**src/rtl/csr_access_ctrl_pkg.sv**
```systemverilog
// rtl/csr_access_ctrl_pkg.sv - CSR addresses, mstatus bit positions and sequencer states
package csr_access_ctrl_pkg;

  localparam int MAX_BIT_POS = 31;

  localparam logic [11:0] CSR_MSTATUS = 12'h300;
  localparam logic [11:0] CSR_MTVEC   = 12'h305;
  localparam logic [11:0] CSR_MEPC    = 12'h341;
  localparam logic [11:0] CSR_MCAUSE  = 12'h342;
  localparam logic [11:0] CSR_MTVAL   = 12'h343;

  localparam int MSTATUS_MIE    = 3;
  localparam int MSTATUS_MPIE   = 7;
  localparam int MSTATUS_MPP_LO = 11;
  localparam int MSTATUS_MPP_HI = 12;

  typedef enum logic [2:0] {
    ST_IDLE     = 3'd0,
    ST_T_EPC    = 3'd1,
    ST_T_CAUSE  = 3'd2,
    ST_T_TVAL   = 3'd3,
    ST_T_STATUS = 3'd4,
    ST_M_STATUS = 3'd5
  } state_e;

  typedef enum logic {
    UPD_TRAP = 1'b0,
    UPD_MRET = 1'b1
  } upd_mode_e;

endpackage

```
**src/rtl/csr_mstatus_upd.sv**
```systemverilog
// rtl/csr_mstatus_upd.sv - combinational mstatus update for trap entry and mret
module csr_mstatus_upd
  import csr_access_ctrl_pkg::*;
#(
  parameter int XLEN = 32
) (
  input  logic [XLEN-1:0] mstatus,
  input  upd_mode_e       mode,
  output logic [XLEN-1:0] mstatus_upd
);

  always_comb begin
    mstatus_upd = mstatus;
    mstatus_upd[MSTATUS_MPP_HI:MSTATUS_MPP_LO] = 2'b11;
    if (mode == UPD_TRAP) begin
      mstatus_upd[MSTATUS_MPIE] = mstatus[MSTATUS_MIE];
      mstatus_upd[MSTATUS_MIE]  = 1'b0;
    end else begin
      mstatus_upd[MSTATUS_MIE]  = mstatus[MSTATUS_MPIE];
      mstatus_upd[MSTATUS_MPIE] = 1'b1;
    end
  end

endmodule

```
**src/rtl/csr_access_ctrl.sv**
```systemverilog
// rtl/csr_access_ctrl.sv - CSR write-port arbiter and trap/mret sequencer; CSR_TVAL_EN adds the mtval write
module csr_access_ctrl
  import csr_access_ctrl_pkg::*;
#(
  parameter int XLEN            = MAX_BIT_POS + 1,
  parameter int MTVEC_MODE_MASK = 2
) (
  input  logic            clk,
  input  logic            rst,
  input  logic            ex_csr_we,
  input  logic [11:0]     ex_csr_waddr,
  input  logic [XLEN-1:0] ex_csr_wdata,
  input  logic            trap_req,
  input  logic [XLEN-1:0] trap_epc,
  input  logic [XLEN-1:0] trap_cause,
  input  logic [XLEN-1:0] trap_tval,
  output logic            trap_ack,
  input  logic            mret_req,
  output logic            mret_ack,
  input  logic [XLEN-1:0] mstatus_rdata,
  input  logic [XLEN-1:0] mtvec_rdata,
  input  logic [XLEN-1:0] mepc_rdata,
  output logic            csr_we,
  output logic [11:0]     csr_waddr,
  output logic [XLEN-1:0] csr_wdata,
  output logic            ex_stall,
  output logic            redirect_valid,
  output logic [XLEN-1:0] redirect_pc
);

  localparam logic [XLEN-1:0] MTVEC_KEEP =
    ~((XLEN'(1) << MTVEC_MODE_MASK) - XLEN'(1));

  state_e          state, state_nxt;
  logic [XLEN-1:0] epc_q, cause_q;
  logic [XLEN-1:0] mstatus_new;
  upd_mode_e       upd_mode;

`ifdef CSR_TVAL_EN
  logic [XLEN-1:0] tval_q;
`else
  logic unused_tval;
  assign unused_tval = ^trap_tval;
`endif

  assign upd_mode = (state == ST_M_STATUS) ? UPD_MRET : UPD_TRAP;

  csr_mstatus_upd #(.XLEN(XLEN)) u_mstatus_upd (
    .mstatus     (mstatus_rdata),
    .mode        (upd_mode),
    .mstatus_upd (mstatus_new)
  );

  always_ff @(posedge clk or negedge rst) begin
    if (!rst) begin
      state   <= ST_IDLE;
      epc_q   <= '0;
      cause_q <= '0;
`ifdef CSR_TVAL_EN
      tval_q  <= '0;
`endif
    end else begin
      state <= state_nxt;
      if (state == ST_IDLE && trap_req) begin
        epc_q   <= trap_epc;
        cause_q <= trap_cause;
`ifdef CSR_TVAL_EN
        tval_q  <= trap_tval;
`endif
      end
    end
  end

  assign ex_stall = (state != ST_IDLE);

  // Outputs are forced low while reset is held, including the IDLE passthrough.
  always_comb begin
    state_nxt      = state;
    trap_ack       = 1'b0;
    mret_ack       = 1'b0;
    csr_we         = 1'b0;
    csr_waddr      = '0;
    csr_wdata      = '0;
    redirect_valid = 1'b0;
    redirect_pc    = '0;
    if (rst) begin
      case (state)
        ST_IDLE: begin
          csr_we    = ex_csr_we;
          csr_waddr = ex_csr_waddr;
          csr_wdata = ex_csr_wdata;
          if (trap_req) begin
            trap_ack  = 1'b1;
            state_nxt = ST_T_EPC;
          end else if (mret_req) begin
            mret_ack  = 1'b1;
            state_nxt = ST_M_STATUS;
          end
        end
        ST_T_EPC: begin
          csr_we    = 1'b1;
          csr_waddr = CSR_MEPC;
          csr_wdata = {epc_q[XLEN-1:1], 1'b0};
          state_nxt = ST_T_CAUSE;
        end
        ST_T_CAUSE: begin
          csr_we    = 1'b1;
          csr_waddr = CSR_MCAUSE;
          csr_wdata = cause_q;
`ifdef CSR_TVAL_EN
          state_nxt = ST_T_TVAL;
`else
          state_nxt = ST_T_STATUS;
`endif
        end
`ifdef CSR_TVAL_EN
        ST_T_TVAL: begin
          csr_we    = 1'b1;
          csr_waddr = CSR_MTVAL;
          csr_wdata = tval_q;
          state_nxt = ST_T_STATUS;
        end
`endif
        ST_T_STATUS: begin
          csr_we         = 1'b1;
          csr_waddr      = CSR_MSTATUS;
          csr_wdata      = mstatus_new;
          redirect_valid = 1'b1;
          redirect_pc    = mtvec_rdata & MTVEC_KEEP;
          state_nxt      = ST_IDLE;
        end
        ST_M_STATUS: begin
          csr_we         = 1'b1;
          csr_waddr      = CSR_MSTATUS;
          csr_wdata      = mstatus_new;
          redirect_valid = 1'b1;
          redirect_pc    = mepc_rdata;
          state_nxt      = ST_IDLE;
        end
        default: state_nxt = ST_IDLE;
      endcase
    end
  end

endmodule
```
**config.mk**
```make
export PLATFORM = sky130hd
export DESIGN_NAME = csr_access_ctrl
export DESIGN_NICKNAME = d
export VERILOG_FILES = /design/src/rtl/csr_access_ctrl_pkg.sv /design/src/rtl/csr_mstatus_upd.sv /design/src/rtl/csr_access_ctrl.sv
export SDC_FILE = /design/constraint.sdc
export NUM_CORES = 1
export LEC_CHECK = 0
export ABC_AREA = 1
export ABC_CLOCK_PERIOD_IN_PS = 1960
export CAP_MARGIN = 20
export CORE_AREA = 2 2 125 127
export CTS_BUF_LIST = sky130_fd_sc_hd__clkbuf_8
export DETAILED_ROUTE_END_ITERATION = 12
export DIE_AREA = 0 0 127 129
export GPL_ROUTABILITY_DRIVEN = 0
export HOLD_SLACK_MARGIN = 0.12
export PLACE_DENSITY = 0.79
export RECOVER_POWER = 50
export SYNTH_ARGS = -nofsm -noshare
export SYNTH_HDL_FRONTEND = slang
export SYNTH_SLANG_ARGS = --single-unit
export TNS_END_PERCENT = 5
```
**constraint.sdc**
```tcl
create_clock -name clk -period 1.96 [get_ports clk]
set_input_delay 0.392 -clock clk [delete_from_list [all_inputs] [get_ports clk]]
set_output_delay 0.392 -clock clk [all_outputs]
set_load 0.005 [all_outputs]
```
==> flow_summary_export.csv <==
group,metric,value,unit
worst_setup_path,crit_slowest_cell,"dfrtp_1",
status,violations,"negative setup slack",
finish,regMostFlops,"cause_q",
cts,postCtsHoldBufs,2,
logic_synthesis,ff_type,"dfrtp_1",
logic_synthesis,fa_ha_area_share,0,%
logic_synthesis,yosysTopAreaCellShare,36.02,%
floorplanning,die_w,127,µm
logic_synthesis,synth_cell_types,20,
finish,clkCellAreaFrac,2.236,%
logic_synthesis,top_cells_by_count,"258 x nand2_1, 131 x nand3_1, 83 x nor2_1, 66 x dfrtp_1, 48 x inv_1",
worst_setup_path,critPathCapture,"csr_wdata[14]",
floorplanning,die_area,16380,µm²
finish,layout_top_cell,"nand2_1",
logic_synthesis,yosysSeqAreaShare,36.02,%
drt,viasPerCell,5.025,
worst_setup_path,regToRegSetupSlack,30,ps
worst_setup_path,crit_top_cell,"buf_6",
floorplanning,row_count,45,
worst_hold_path,min_from,"epc_q[9]",
cts,cts_sinks,66,
logic_synthesis,ys_sh_mux,0,%
cts,worstSkewPairLatency,340,ps
finish,area_growth,85.46,%
worst_setup_path,critPathLaunch,"state[2]",
finish,inv_count,50,
sta,setup_ws,-300.8,ps
sta,period_used_share,115.3,%
finish,n_fill_cell,1422,
logic_synthesis,xor_area_share,0,%
worst_hold_path,hold_end,"epc_q[9]",
placed_design,placed_cell_area,7846,µm²
logic_synthesis,syn_nets,967,
pwr,p_leak,4.358,nW
sta,clock.fmax,442.3,MHz
logic_synthesis,ys_chip_area,4586,µm²
status,run_status,"finished with violations",
worst_setup_path,timing.rr.start,"state[2]",
pwr,combPwrFrac,67.0,%
finish,largest_class,"non-clock buffers",
floorplanning,taps,188,
global_routing,grt_busiest_layer,"met2",
finish,n_clock_buffer,12,
logic_synthesis,topCellsByArea,"dfrtp_1 36%, nand2_1 21%, nand3_1 14%",
drt,first_iter_violations,315,
finish,antenna_cells,0,
logic_synthesis,synth-edff-count,0,
sta,whs,473.7,ps
sta,rsz0062_at_grt,"yes",
cts,htreeDepth,3,
logic_synthesis,yosys_cells,726,
finish,lay_top_cells,"250 x nand2_1, 201 x clkdlybuf4s50_1, 115 x nand3_1, 76 x nor2_1, 66 x buf_2",
cts,cts.path.max_buffers,2,
drt,wl_met3,1.859,mm
drt,wl_met1,8.244,mm
drt,dr_wl_met2,10.82,mm
worst_setup_path,reg2regPathDepth,11,
finish,top_regs,"cause_q (32), epc_q (31), state (3)",
cts,cts_tree,"built",
global_routing,antenna_found_initial,0,
logic_synthesis,compound_area_share,4.857,%
finish,drive_gt1_share,23.18,%
worst_setup_path,critPathMaxFanout,8,
finish,logic_gate_count,547,
global_routing,grt_max_degree,64,
global_routing,grt_pass1_vias,5945,
worst_setup_path,r2r_end,"epc_q[17]",
cts,cts-root-buf,"clkbuf_8",
cts,post_cts_buffers,30,
worst_setup_path,worstSetupEndpointType,"output port",
floorplanning,coreArea,14980,µm²
logic_synthesis,synth.logic.top_family,"simple AND/OR/NAND/NOR gates",
pwr,clkPwrFrac,10.3,%
cts,cts_buffers,9,
sta,finalSetupViolCount,78,
cts,ctsResizeCount,309,
finish,nets,1293,
run,warnings,65,
placed_design,dpl_worst_slack,-334.8,ps
worst_setup_path,critical_path_class,"flop to output port",
drt,drc,0,
finish,final-nonclk-buf-share,41.25,%
drt,highest_layer,"met4",
Drive-strength map:
(4 px per µm)
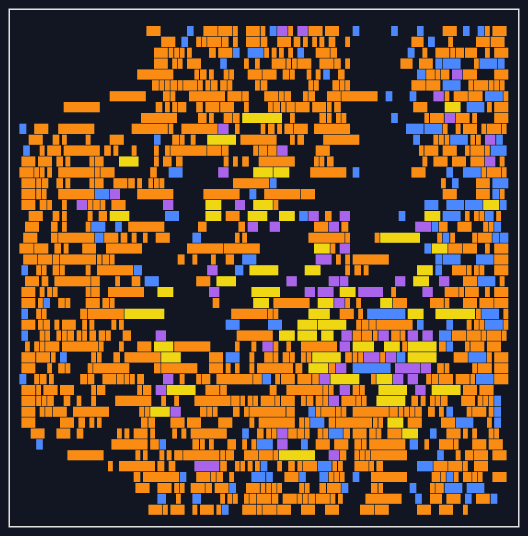
Blue is drive 2, cells 131, share 12%, most used buf_2. Orange is drive 1 or less, cells 812, share 77%, most used nand2_1. Yellow is drive 6 and up, cells 55, share 5.2%, most used buf_6. Purple is drive 3 to 4, cells 59, share 5.6%, most used buf_4.
setup ws final: -300.8 ps
final non-filler cell area: 8504 µm²

Routing congestion map:
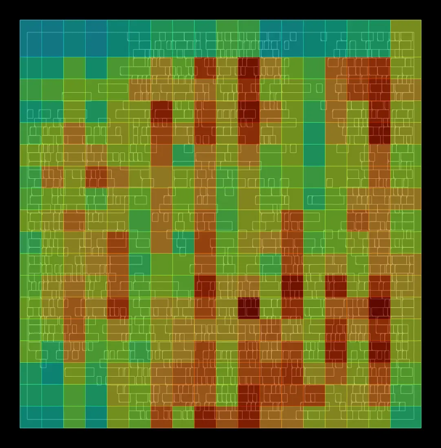
wire length per cell: 17.36 µm
grt met3 use: 5.904%
met1 Use GR: 28.55%
met2 global-route usage: 45.19%

Close-up of the layout:
Window x 51 to 76, y 52 to 77 µm. Cells in gray, sequential cells in the stronger gray; small squares are vias.
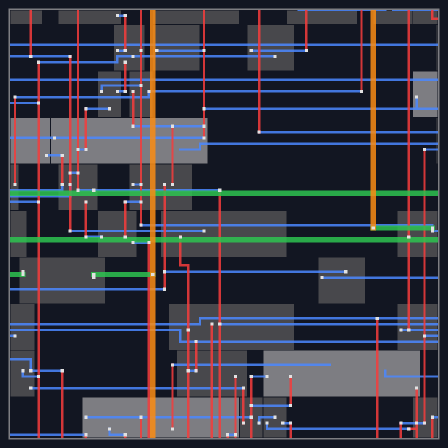
Green is met3. Orange is met4. Blue is met1. Red is met2.
Sequential cells in the window: 3. 22 logic cells have their middle in the window. Netlist names of flops here include epc_q (2), cause_q (1). Most frequent: nand2_1 (4), buf_4 (4), dfrtp_1 (3).

Register map, names as in the netlist:
(3 px per µm) Other cells in gray.
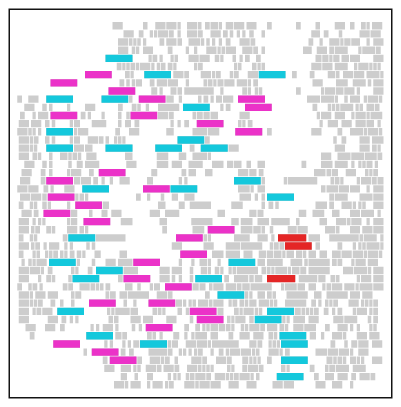
Magenta is epc_q, placed flops 31. Red is state, placed flops 3. Cyan is cause_q, placed flops 32.
flop share of the area: 19.45%
seq pwr: 2.43 mW
FF+latch area: 1654 µm²
post-layout util: 56.78%

Met2 routing:
(3 px per µm)
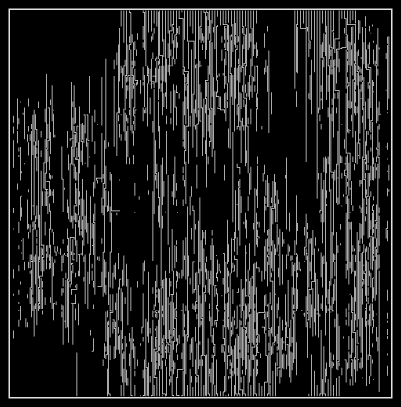
The longest straight run is 62.6 µm. The layer carries 10,800 µm of wire. The wires run mostly vertical. The layer holds 50% of the routed length.
final wirelength: 21.61 mm
via count: 6,256

Power and IR drop assume default switching activity.
